Design gray2rgb_stream, sky130hd; sources not shown.
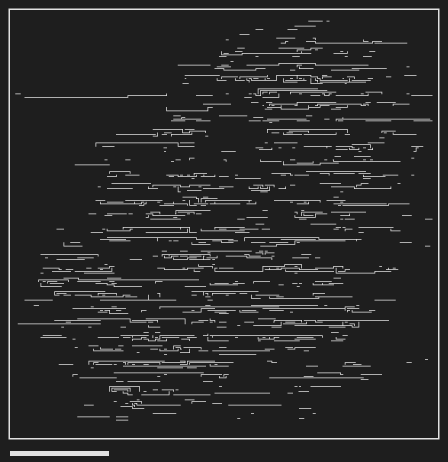
*M1 wires, run 1*
The bar under the picture is 20 um long.
nets with wire on the layer: 346
wire length on this layer: 2,350 um
main direction: horizontal
longest straight run: 24.2 um
M1 GR Usage: 0.187
routed wire length: 5.38 mm

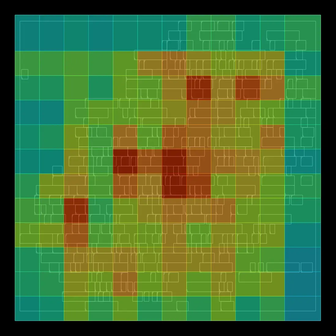
*Track usage over the die, run 1*
routing layer with the top usage in global route: met2
GR met3 Demand/Resource: 0.0356
GR met2 Demand/Resource: 0.268

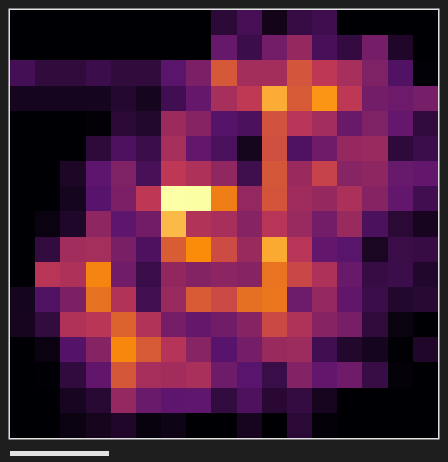
*Wire density map, run 1*
The bar under the picture is 20 um long. The die is cut into 17 by 17 equal tiles; black is low, pale yellow is high, scaled to the fullest tile. Values are wire area over tile area, all layers added.
densest ninth of the die: centre
mean over tiles: 0.11
fullest tile: 0.45
total number of vias: 1,986
Wirelength per Cell: 11.8 um
overall routing resource usage: 0.155

==> flow.log, run 1 <==
[flow] summary of implementation run
[metrics] required time worst endpoint: 1680 ps
[metrics] Clk network pwr share: 0.214
[metrics] mux frac, synth: 0
[metrics] share of flip-flops with an asynchronous set or reset: 1.00
[metrics] cell-internal power: 2.22 mW
[metrics] ANT nets after route: 0
[metrics] switching fraction of total power: 0.350
[metrics] final setup margin: -175 ps
[metrics] number of warnings in the stage logs: 31
[metrics] VDD IR max: 449 uV
[metrics] first-pass GRT wire length: 8.83 mm
[metrics] DR iter-0 viols: 51
[metrics] Nets at Floorplan: 281
[metrics] count of fill cells added during filler insertion: 656
[metrics] core outline area: 6790 sq um
[metrics] post-layout period usage: 1.12
[metrics] count of endpoints failing hold in the final timing report: 0
[metrics] CP most frequent cell: sky130_fd_sc_hd__nand2_1
[metrics] area fraction in full adders, half adders and majority gates: 0.0236
[metrics] die height: 86.1 um
[metrics] cell class ranked first by area: multi-input combinational cells
[metrics] cts-stage hold buffer count: 0
[metrics] DRC errors left: 0
[metrics] number of non-clock buffers: 93
[metrics] weighted congestion at the end of routability-driven global placement: 0.803
[metrics] clock tree cell share of total cell area: 0.0254
[metrics] violations in the final reports: setup timing
[metrics] leakage power summed over all cells: 1.69 nW
[metrics] synthesis warning total: 0
[metrics] multi-input logic portion of the cell area: 0.371
[metrics] number of different library cells in the post-synthesis netlist: 31
[metrics] net total in the final layout: 370
[metrics] placement-stage cell area: 2790 sq um
[metrics] chip area estimate from yosys synthesis: 2120 sq um
[metrics] core utilization of the finished layout: 0.487
[metrics] status: complete, but fails checks
[metrics] crit path time final: 1630 ps
[metrics] register bit total from synthesis: 39
[metrics] commonest non-fill, non-tap cells in the layout: sky130_fd_sc_hd__buf_4, sky130_fd_sc_hd__nand2_1, sky130_fd_sc_hd__dfrtp_1
[metrics] Skew-Pair Late Insertion Delay: 300 ps
[metrics] tapcell count: 96
[metrics] area fraction in compound gates after synthesis: 0.0844
[metrics] CP Max Fanout: 5
[metrics] max FFs per register: 10
[metrics] max frequency: 0.615 GHz
[metrics] sequential share of cell area: 0.295
[metrics] core utilization at floorplan: 0.312
[metrics] Hold Crit Class: primary input to asynchronous set/reset pin
[metrics] top cells by count: sky130_fd_sc_hd__nand2_1, sky130_fd_sc_hd__dfrtp_1, sky130_fd_sc_hd__inv_1
[metrics] count of max-cap constraint violations: 0
[metrics] start-to-end type of the worst setup path: flop to flop
[metrics] slack of the worst reg-to-reg path: -180 ps
[metrics] fraction of post-synthesis cell area in the top cell type by area: 0.460
[metrics] XOR/XNOR Fraction of Synth Area: 0.0207
[metrics] Relative slew margins: 0.778
[metrics] flip-flops: 39
[metrics] Total Power Consumption: 3.42 mW
[metrics] buffering overhead: 0.232
[metrics] number of instances in the synthesized netlist: 268
[metrics] post_cts resized: 78
[metrics] post-route cell area: 3310 sq um
[metrics] register share after synthesis: 0.460
[metrics] DIE AREA: 7410 sq um
[metrics] # rows: 30
[metrics] leading register cell type out of synthesis: sky130_fd_sc_hd__dfrtp_1
[metrics] logic area: 1230 sq um
[metrics] Power Combinational: 1.29 mW
[metrics] I/O pin total: 27
[metrics] EDFF count, synth: 0
[metrics] most frequently used cell type in the post-synthesis netlist: sky130_fd_sc_hd__nand2_1
[metrics] total setup violations reported at the end of the flow: 22
[metrics] area delta synth->final: 56.0%
[metrics] clock network power consumption: 0.733 mW
[metrics] final sum of negative setup slack: -2250 ps
[metrics] CP startpoint kind: flop
[metrics] Worst EP arrival: 1860 ps
[metrics] CTS tree: built
[metrics] fraction of power consumed by combinational cells: 0.376
[metrics] antenna violations before repair: 0
[metrics] sequential share of power: 0.410
[metrics] register cell area after layout: 976 sq um
-- run 1: metrics by stage --
stage                     worst slack (ps)  hold slack, ps  instances
after floorplan                      -28.4             139        268
after global placement                -484             357        426
after detailed placement              -512             353        426
after CTS                             -186            26.4        449
after global routing                  -294            25.3        454
final                                 -175            23.1        454
-- run 1: critical path: cells and delay by family, from the launching register on --
family / cells / cell delay (ps)
flops: 1 / 400
fa+ha+maj: 1 / 130
simple gates: 9 / 910
buf+inv: 2 / 110
-- run 1: metal layers --
layer  GRT usage  up-vias  routed length, um  part of all wire
met4      0.0591        0                102             0.019
met5           0        -                  0                 0
met3      0.0356        8                156             0.029
met1       0.187      924               2350              0.44
met2       0.268       23               2770              0.52
li1            -     1031                  -                 -
==> run 2, diff against run 1 <==
--- a/config.mk
+++ b/config.mk
@@ -6,12 +6,14 @@
 export NUM_CORES = 1
 export LEC_CHECK = 0
 export ABC_AREA = 1
-export ABC_CLOCK_PERIOD_IN_PS = 1450
+export ABC_CLOCK_PERIOD_IN_PS = 1560
 export CAP_MARGIN = 20
 export CORE_UTILIZATION = 30
 export CTS_BUF_LIST = sky130_fd_sc_hd__clkbuf_8 sky130_fd_sc_hd__clkbuf_16
 export DETAILED_ROUTE_END_ITERATION = 8
-export PLACE_DENSITY = 0.53
+export PLACE_DENSITY = 0.52
+export REMOVE_ABC_BUFFERS = 1
+export SETUP_SLACK_MARGIN = 0.05
 export SLEW_MARGIN = 10
 export SYNTH_ARGS = -nofsm -noshare
 export SYNTH_HDL_FRONTEND = slang
==> constraint.sdc (replaced) <==
create_clock -name clk -period 1.56 [get_ports clk]
set_input_delay 0.468 -clock clk [delete_from_list [all_inputs] [get_ports clk]]
set_output_delay 0.468 -clock clk [all_outputs]
set_load 0.005 [all_outputs]
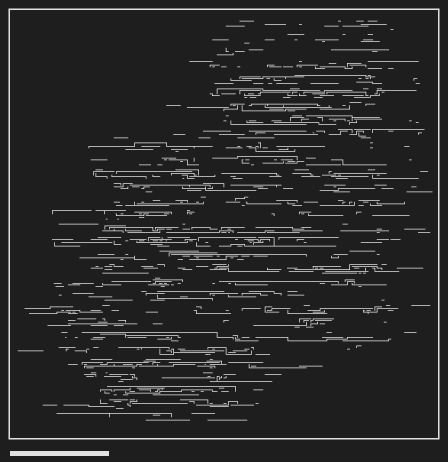
*M1 wires, run 2*
The bar under the picture is 20 um long.
longest straight run: 27.1 um
nets with wire on the layer: 331
share of all routed wire: 47%
wire length on this layer: 2,390 um
M1 GR Usage: 0.193
total number of vias: 1,957
routed wire length: 5.13 mm

==> run 2 against run 1 <==
Effect of this change:
- the run still ends with setup timing left
- final cell count fell by 2.9%
- non-clock buffer count fell by 13
- routed wire length fell by 4.6%
- sequential power fell by 5%
- synthesized area did not move
- critical path depth fell by 1
- clock power rose by 17%
- core utilization fell by 0.90 points
- die area did not move
- critical endpoint is now inv_frame$_DFFE_PN0P_
- largest power group unchanged
==> flow.log, run 2 <==
[flow] summary of implementation run
[metrics] sequential share of cell area: 0.301 (+0.00596)
[metrics] count of cell instances traversed by the critical path: 11 (-1)
[metrics] number of different library cells in the post-synthesis netlist: 31 (unchanged)
[metrics] clock tree cell share of total cell area: 0.0347 (+0.00935)
[metrics] chip area estimate from yosys synthesis: 2120 sq um (unchanged)
[metrics] DRC errors left: 0 (unchanged)
[metrics] core outline area: 6790 sq um (unchanged)
[metrics] antenna violations before repair: 0 (unchanged)
[metrics] status: complete, but fails checks
[metrics] post_cts resized: 78 (unchanged)
[metrics] tightest hold margin: 128 ps (+105 ps)
[metrics] CTS tree: built
[metrics] # rows: 30 (unchanged)
[metrics] Worst EP arrival: 1760 ps (-100 ps)
[metrics] start-to-end type of the worst setup path: flop to flop
[metrics] core utilization at floorplan: 0.312 (unchanged)
[metrics] number of non-clock buffers: 80 (-14%)
[metrics] final setup margin: -27.4 ps (+148 ps)
[metrics] count of fill cells added during filler insertion: 660 (+0.61%)
[metrics] area fraction in compound gates after synthesis: 0.0844 (unchanged)
[metrics] core utilization of the finished layout: 0.478 (-0.00902)
[metrics] multi-input logic portion of the cell area: 0.382 (+0.0109)
[metrics] DR iter-0 viols: 48 (-5.9%)
[metrics] total setup violations reported at the end of the flow: 6 (-73%)
[metrics] most frequently used cell type in the post-synthesis netlist: sky130_fd_sc_hd__nand2_1
[metrics] register cell area after layout: 977 sq um (+0.13%)
[metrics] first-pass GRT wire length: 8.66 mm (-2.0%)
[metrics] I/O pin total: 27 (unchanged)
[metrics] max frequency: 0.630 GHz (+2.4%)
[metrics] CP startpoint kind: flop
[metrics] crit path time final: 1590 ps (-37.6 ps)
[metrics] register bit total from synthesis: 39 (unchanged)
[metrics] net total in the final layout: 357 (-3.5%)
[metrics] tapcell count: 96 (unchanged)
[metrics] post-layout period usage: 1.02 (-0.103)
[metrics] CP most frequent cell: sky130_fd_sc_hd__nor2_2
[metrics] cell class ranked first by area: multi-input combinational cells
[metrics] Relative slew margins: 0.816 (+0.0378)
[metrics] number of warnings in the stage logs: 29 (-6.5%)
[metrics] max FFs per register: 10 (unchanged)
[metrics] commonest non-fill, non-tap cells in the layout: sky130_fd_sc_hd__nand2_1, sky130_fd_sc_hd__buf_4, sky130_fd_sc_hd__dfrtp_1
[metrics] final sum of negative setup slack: -77.1 ps (+2170 ps)
[metrics] VDD IR max: 390 uV (-13%)
[metrics] number of buffer and inverter instances along the worst setup path: 4 (+2)
[metrics] slack of the worst reg-to-reg path: -30 ps (+150 ps)
[metrics] remaining global-route overflow: 0
[metrics] EDFF count, synth: 0 (unchanged)
[metrics] overall routing resource usage: 0.150 (-0.00448)
[metrics] register share after synthesis: 0.460 (unchanged)
[metrics] Total Power Consumption: 3.28 mW (-4.2%)
[metrics] mux frac, synth: 0 (unchanged)
[metrics] GR met2 Demand/Resource: 0.255 (-0.0123)
[metrics] routing layer with the top usage in global route: met2
[metrics] top layer reached by signal wires: met4
[metrics] DIE AREA: 7410 sq um (unchanged)
[metrics] met1 WL: 2.39 mm (+1.9%)
[metrics] synthesis warning total: 0 (unchanged)
[metrics] count of endpoints failing hold in the final timing report: 0 (unchanged)
[metrics] area delta synth->final: 53.1%
[metrics] share of flip-flops with an asynchronous set or reset: 1.00 (unchanged)
[metrics] Wirelength per Cell: 11.6 um (-1.8%)
[metrics] number of instances in the synthesized netlist: 268 (unchanged)
[metrics] Skew-Pair Late Insertion Delay: 290 ps (about the same)
[metrics] CP Max Fanout: 5 (unchanged)
[metrics] placement-stage cell area: 2720 sq um (-2.4%)
[metrics] violations in the final reports: setup timing
[metrics] ANT nets after route: 0 (unchanged)
[metrics] fraction of post-synthesis cell area in the top cell type by area: 0.460 (unchanged)
[metrics] flip-flops: 39 (unchanged)
[metrics] weighted congestion at the end of routability-driven global placement: 0.814 (+1.4%)
[metrics] leakage power summed over all cells: 1.66 nW (-1.8%)
[metrics] GR met3 Demand/Resource: 0.0298 (-0.00577)
[metrics] met3 wire len: 128 um (-18%)
[metrics] logic area: 1240 sq um (+1.0%)
[metrics] leading register cell type out of synthesis: sky130_fd_sc_hd__dfrtp_1
[metrics] post-route cell area: 3240 sq um (-1.9%)
[metrics] Met2 Wirelength: 2.54 mm (-8.4%)
[metrics] die height: 86.1 um (unchanged)
[metrics] count of max-cap constraint violations: 0 (unchanged)
==> run 2: cell counts after synthesis <==
No cell type changed its count.
==> run 2: worst reg2reg max path, stage by stage, from the launching register on <==
cell and delay [ps]:
sky130_fd_sc_hd__dfrtp_1 390, sky130_fd_sc_hd__inv_1 70, sky130_fd_sc_hd__ha_2 180, sky130_fd_sc_hd__inv_2 40
sky130_fd_sc_hd__nor2_2 70, sky130_fd_sc_hd__nand2_1 70, sky130_fd_sc_hd__nor2_2 90, sky130_fd_sc_hd__buf_6 150
sky130_fd_sc_hd__nand3_4 120, sky130_fd_sc_hd__buf_4 160, sky130_fd_sc_hd__nand3_2 50, sky130_fd_sc_hd__o21ai_0 70
==> run 2: power by group <==
group,switching (mW),internal [mW]
clock network,0.380,0.476
logic,0.569,0.523
registers,0.145,1.19
total,1.09,2.19
No activity file was given, so power comes from the tool's default toggle rates.
